===== config.mk =====
export PLATFORM = sky130hd
export DESIGN_NAME = seven_seg_scan_driver_flat
export DESIGN_NICKNAME = d
export VERILOG_FILES = /design/src/rtl/seven_seg_scan_driver_if.sv /design/src/rtl/seven_seg_scan_driver.sv /design/src/flat_wrapper.sv
export SDC_FILE = /design/constraint.sdc
export NUM_CORES = 1
export LEC_CHECK = 0
export ABC_AREA = 1
export CAP_MARGIN = 25
export CELL_PAD_IN_SITES_DETAIL_PLACEMENT = 1
export CELL_PAD_IN_SITES_GLOBAL_PLACEMENT = 2
export CORE_MARGIN = 2
export CORE_UTILIZATION = 33
export DETAILED_ROUTE_END_ITERATION = 12
export GPL_ROUTABILITY_DRIVEN = 0
export PLACE_DENSITY_LB_ADDON = 0.08
export SLEW_MARGIN = 0
export SYNTH_ARGS = -nofsm -noshare
export SYNTH_HDL_FRONTEND = slang
export SYNTH_SLANG_ARGS = --single-unit

===== constraint.sdc =====
create_clock -name clk -period 2.9 [get_ports clk]
set_input_delay 0.87 -clock clk [delete_from_list [all_inputs] [get_ports clk]]
set_output_delay 0.87 -clock clk [all_outputs]
set_load 0.01 [all_outputs]

===== src/rtl/seven_seg_scan_driver_if.sv =====
// Display-word handshake between a producer and seven_seg_scan_driver.
// The producer offers a packed hex word (digit 0 in the low nibble) on in/in_val.
interface seven_seg_scan_driver_if #(
  parameter int NUM_DIGITS = 4
);
  logic                    in_val;
  logic                    in_rdy;
  logic [4*NUM_DIGITS-1:0] in;

  modport master (output in_val, output in, input in_rdy);
  modport slave  (input in_val, input in, output in_rdy);
endinterface


===== src/rtl/seven_seg_scan_driver.sv =====
// Time-multiplexed hex seven-segment scanner with frame-aligned word commit.
// Define LEADING_ZERO_BLANK_EN to blank leading zero digits (digit 0 always shown).
module seven_seg_scan_driver #(
  parameter int NUM_DIGITS  = 4,
  parameter int REFRESH_DIV = 1000
) (
  input  logic                  clk,
  input  logic                  rst,
  seven_seg_scan_driver_if.slave bus,
  output logic [6:0]            seg,
  output logic [NUM_DIGITS-1:0] an,
  output logic                  frame_done
);

  localparam int DIV_W = (REFRESH_DIV > 1) ? $clog2(REFRESH_DIV) : 1;
  localparam int IDX_W = (NUM_DIGITS > 1) ? $clog2(NUM_DIGITS) : 1;
  localparam logic [DIV_W-1:0] DIV_LAST = DIV_W'(REFRESH_DIV - 1);
  localparam logic [IDX_W-1:0] IDX_LAST = IDX_W'(NUM_DIGITS - 1);

  logic [DIV_W-1:0]        div;
  logic [IDX_W-1:0]        idx;
  logic [4*NUM_DIGITS-1:0] disp;
  logic [4*NUM_DIGITS-1:0] pend;
  logic                    pend_full;

  logic       div_wrap;
  logic       boundary;
  logic [3:0] nibble;
  logic       blank;

  assign div_wrap   = (div == DIV_LAST);
  assign boundary   = div_wrap && (idx == IDX_LAST);
  assign bus.in_rdy = !pend_full;

  // NOTE: every register here is reset asynchronously; non-blocking assignments
  // make all of them update from the same pre-edge values.
  always_ff @(posedge clk or negedge rst) begin
    if (!rst) begin
      div        <= '0;
      idx        <= '0;
      disp       <= '0;
      pend       <= '0;
      pend_full  <= 1'b0;
      frame_done <= 1'b0;
    end else begin
      div        <= div_wrap ? '0 : div + 1'b1;
      frame_done <= boundary;
      if (div_wrap)
        idx <= (idx == IDX_LAST) ? '0 : idx + 1'b1;
      // Commit and accept are mutually exclusive on pend_full, so no priority clash.
      if (boundary && pend_full) begin
        disp      <= pend;
        pend_full <= 1'b0;
      end else if (bus.in_val && !pend_full) begin
        pend      <= bus.in;
        pend_full <= 1'b1;
      end
    end
  end

  function automatic logic [6:0] glyph(input logic [3:0] h);
    case (h)
      4'h0: glyph = 7'b1000000;
      4'h1: glyph = 7'b1111001;
      4'h2: glyph = 7'b0100100;
      4'h3: glyph = 7'b0110000;
      4'h4: glyph = 7'b0011001;
      4'h5: glyph = 7'b0010010;
      4'h6: glyph = 7'b0000010;
      4'h7: glyph = 7'b1111000;
      4'h8: glyph = 7'b0000000;
      4'h9: glyph = 7'b0010000;
      4'hA: glyph = 7'b0001000;
      4'hB: glyph = 7'b0000011;
      4'hC: glyph = 7'b1000110;
      4'hD: glyph = 7'b0100001;
      4'hE: glyph = 7'b0000110;
      default: glyph = 7'b0001110;
    endcase
  endfunction

`ifdef LEADING_ZERO_BLANK_EN
  logic lead_zero;

  // A digit is blank when it and every more-significant digit are zero.
  always_comb begin
    lead_zero = 1'b1;
    for (int k = 0; k < NUM_DIGITS; k++) begin
      if (k >= int'(idx) && disp[4*k +: 4] != 4'h0)
        lead_zero = 1'b0;
    end
  end

  assign blank = lead_zero && (idx != '0);
`else
  assign blank = 1'b0;
`endif

  // NOTE: defaults first in always_comb so no path can infer a latch.
  always_comb begin
    nibble = 4'h0;
    seg    = 7'b1111111;
    an     = '1;
    nibble = disp[4*int'(idx) +: 4];
    an     = ~(NUM_DIGITS'(1) << idx);
    if (!blank)
      seg = glyph(nibble);
  end

endmodule

===== src/flat_wrapper.sv =====
// flat-port wrapper written by rule: the top's interface ports become plain ports
module seven_seg_scan_driver_flat 
#(
  parameter int NUM_DIGITS  = 4,
  parameter int REFRESH_DIV = 1000
)
  (clk, rst, seg, an, frame_done, bus_in_val, bus_in, bus_in_rdy);
  seven_seg_scan_driver_if #(.NUM_DIGITS(NUM_DIGITS)) bus_i ();
  input  logic clk;
  input  logic rst;
  output logic [6:0] seg;
  output logic [NUM_DIGITS-1:0] an;
  output logic frame_done;
  input wire logic [$bits(bus_i.in_val)-1:0] bus_in_val;
  input wire logic [$bits(bus_i.in)-1:0] bus_in;
  output wire logic [$bits(bus_i.in_rdy)-1:0] bus_in_rdy;
  assign bus_i.in_val = bus_in_val;
  assign bus_i.in = bus_in;
  assign bus_in_rdy = bus_i.in_rdy;
  seven_seg_scan_driver #(.NUM_DIGITS(NUM_DIGITS), .REFRESH_DIV(REFRESH_DIV)) u_core (.clk(clk), .rst(rst), .bus(bus_i), .seg(seg), .an(an), .frame_done(frame_done));
endmodule

### Wire density map

The die is cut into 18 by 18 equal tiles; dark blue is low, red is high, scaled to the fullest tile. Values are wire area over tile area, all layers added.
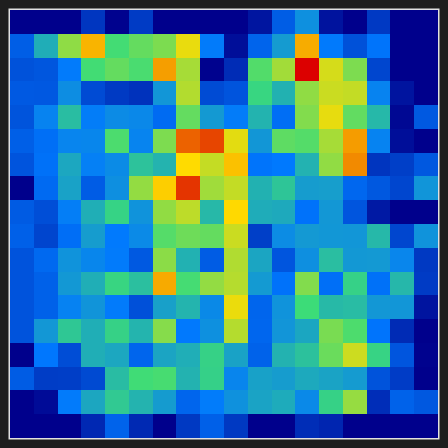
The mean over all tiles is 0.10. The fullest tile reaches 0.32. 11% of the tiles are nearly empty. The densest ninth of the die: middle. The emptiest ninth of the die: bottom left. 21% of the tiles are over half the peak.
post-DR wirelength/cell: 12.5 microns
Post-Route WL: 5220 microns
DR vias: 1868
gr usage total: 14.5%

### Where the registers sit

Bar = 20 microns. Other sequential cells in the stronger grey, the rest of the logic in the fainter grey.
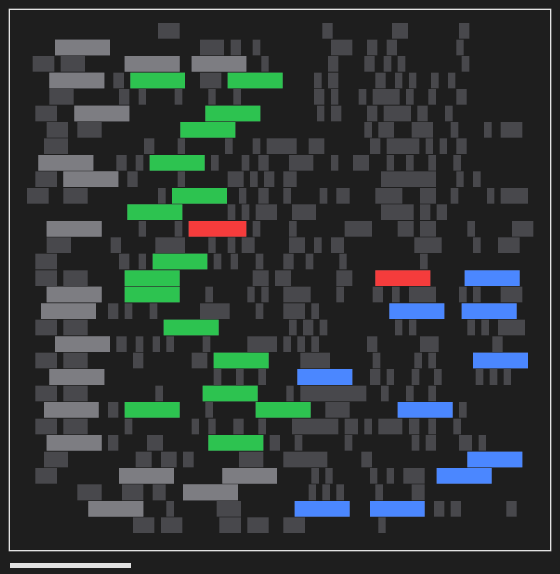
Key: red = u_core.idx [placed flops 2]; blue = u_core.div [placed flops 10]; green = u_core.disp [placed flops 16]
Storage cell area: 1150 sq um
sequential logic power: 0.679 mW
fraction of area in registers: 38.4%
fin util: 42.1%

### Clock wires, drivers and flops

Bar = 20 microns.
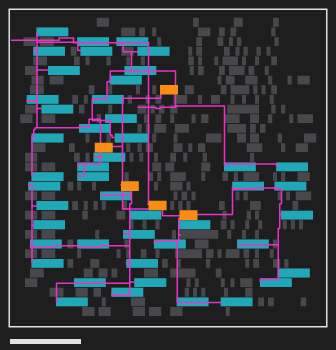
Key: cyan = flip-flops [count 46]; orange = clock-net drivers [count 5]; magenta = clock wires [length 663 microns]
There are 6 routed clock nets.
clock share of power: 39.3%
Clock net power: 0.479 mW

### Cell placement

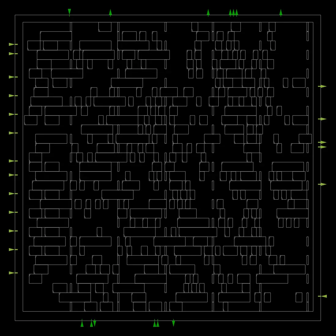
fillers: 881
core area: 7140 sq um
Tapcells: 99
Flop Count: 46

### Sizing map

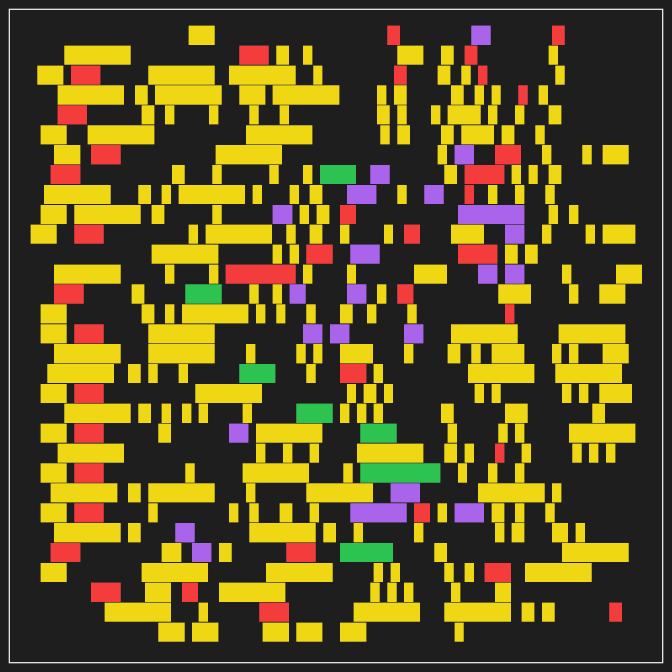
Key: purple = x3 and x4 [cells 22]; yellow = x1 and smaller [cells 250]; red = x2 [cells 38]; green = x6 and larger [cells 7]
Non-clk bufs: 45
final worst setup slack: 0.0938 ns
Area Overhead vs Synth: 25.5%
post-route cell area: 3000 sq um

==> run_results.csv <==
group,metric,value,unit
cts,cts.sinks,46,
sta,max_slew_margin,73.0,%
synth,synthCells,270,
cts,postCtsSetupBuffers,2,
place,io_buffers,31,
synth,synth.distinct_cells,25,
power_and_ir_drop,total_power,1.22,mW
sta,final_hold_viol_count,0,
worst_setup_path,r2r_cells,7,
floorplanning,chipArea,7950,sq um
global_routing,met1_usage,19.3,%
final_layout,antenna-diode-count,0,
worst_setup_path,crit_start,"u_core.idx[0]$_DFFE_PN0N_",
global_routing,grtUsageMet3,2.77,%
global_routing,antenna_found_initial,0,
synth,ff_type,"dfrtp_1",
place,dp_cells,405,
synth,xor_share,0.366,%
global_routing,grt.overflow.total,0,
floorplanning,die.size.y,89.1,microns
sta,setup_tns,0,ns
floorplanning,ios,32,
worst_setup_path,critical_path_class,"flip-flop to output port",
run,max-cap-violations,0,
synth,yosysCellCount,270,
cts,h-tree-depth,2,
worst_setup_path,required,2.03,ns
worst_setup_path,r2r_slack,1.35,ns
cts,hold_buffers,0,
worst_setup_path,critical_path.startpoint_type,"flip-flop",
sta,finalClockSkew,0.00568,ns
drt,highest-signal-layer,"met4",
sta,max_freq,356,MHz
drt,dr.pass1.iters,4,
global_routing,met2_usage,23.6,%
sta,rsz0062_at_grt,"true",
worst_setup_path,timing.rr.end,"u_core.disp[10]$_DFFE_PN0P_",
final_layout,logic_gate_count,195,
synth,yosys.area_share.aoi,2.51,%
cts,root_buffer,"clkbuf_8",
sta,finalClockPeriodUsage,96.8,%
final_layout,num-nonclk-inverters,23,
worst_setup_path,crit_arrival,1.94,ns
final_layout,final_cells,416,
final_layout,top_regs,"u_core.disp (16), u_core.pend (16), u_core.div (10)",
final_layout,nClkBuffers,6,
final_layout,layout_top_cells,"nand2_1, dfrtp_1, nand3_1",
worst_setup_path,r2r_start,"u_core.div[0]$_DFF_PN0_",
synth,yosys.area_share.simple,29.1,%
floorplanning,die_x,89.1,microns
synth,synth-edff-count,0,
synth,async_flop_share,100,%
place,place_ws,0.0108,ns
place,hpwl,3920,microns
final_layout,final_common_cell,"nand2_1",
cts,cts_buffers,5,
synth,muxShareOfSynthArea,7.53,%
run_status,status,"completed",
synth,syn_area,2390,sq um
sta,min_period,2.81,ns
final_layout,drive_above_1_share,21.1,%
global_routing,grt_first_pass_wirelength,8910,microns
worst_setup_path,worst_setup_path_end_kind,"output port",
drt,wl_met2,2420,microns
min_path,hold_path.class,"flip-flop to flip-flop",
min_path,whs_endpoint,"u_core.div[0]$_DFF_PN0_",
floorplanning,initCoreUtil,33.5,%
cts,cts_buffer_depth,2,
min_path,hold_start,"u_core.div[0]$_DFF_PN0_",
cts,cts_tree,"built",
synth,ys_ff,46,
synth,synth-adder-area-share,5.75,%
min_path,holdPathStages,1,
floorplanning,rows,31,
place,place_area,2830,sq um
synth,syn_nets,300,
final_layout,layout.area.comb,1130,sq um
sta,worstMarginPinSlew,0.404,ns
power_and_ir_drop,irDropWorstVdd,0.198,mV
global_routing,top_usage_layer,"met2",
final_layout,final_nets,346,
cts,clk_pin_slew,0.09,ns
synth,synth_seq_share,48.1,%
power_and_ir_drop,power.density,406,nW/um^2
drt,ant_nets,0,
global_routing,grt_start_max_net_pins,19,
run,tool_warnings,36,
drt,routed-wl-met3,157,microns
final_layout,clk_share,3.67,%
synth,synth.logic.top_family,"simple AND/OR/NAND/NOR gates",
synth,syn_area_per_cell,8.86,sq um
synth,yosys-stat-area,2390,sq um
cts,clock.latency.late_pin,0.30,ns
worst_setup_path,endpoint,"an[3]",
drt,met1Wirelength,2560,microns
synth,yosysWarnings,0,
final_layout,largestClassByArea,"sequential cells",
cts,cts_resized,17,
drt,viasPerCell,4.49,
drt,drc,0,
drt,first_iter_violations,37,
cell usage after synthesis (2+ instances only):
master	n	share of area (%)
nand2_1	98	15
a31oi_1	2	0.52
buf_6	2	0.94
nor2_1	12	1.9
inv_1	21	3.3
clkbuf_8	2	1.2
nand2_2	2	0.52
nand3_1	37	7.7
a21oi_1	2	0.42
inv_2	2	0.31
mux2_2	16	7.5
o21ai_0	6	1.3
dfrtp_1	46	48
ha_1	11	5.8
critical path, cell delays in order, from the launching register on:
cell and delay [ns]:
dfrtp_2 0.47, buf_4 0.17, ha_1 0.25, inv_1 0.18, clkdlybuf4s50_1 0.57
power by group:
part	switching (mW)	total, mW	leakage, nW	internal [mW]
combinational	0.0203	0.0602	0.964	0.0399
sequential	0.0124	0.679	0.596	0.667
clock	0.221	0.479	0.0514	0.257
total	0.254	1.22	1.61	0.964
Power is estimated from default activity; no workload was simulated.
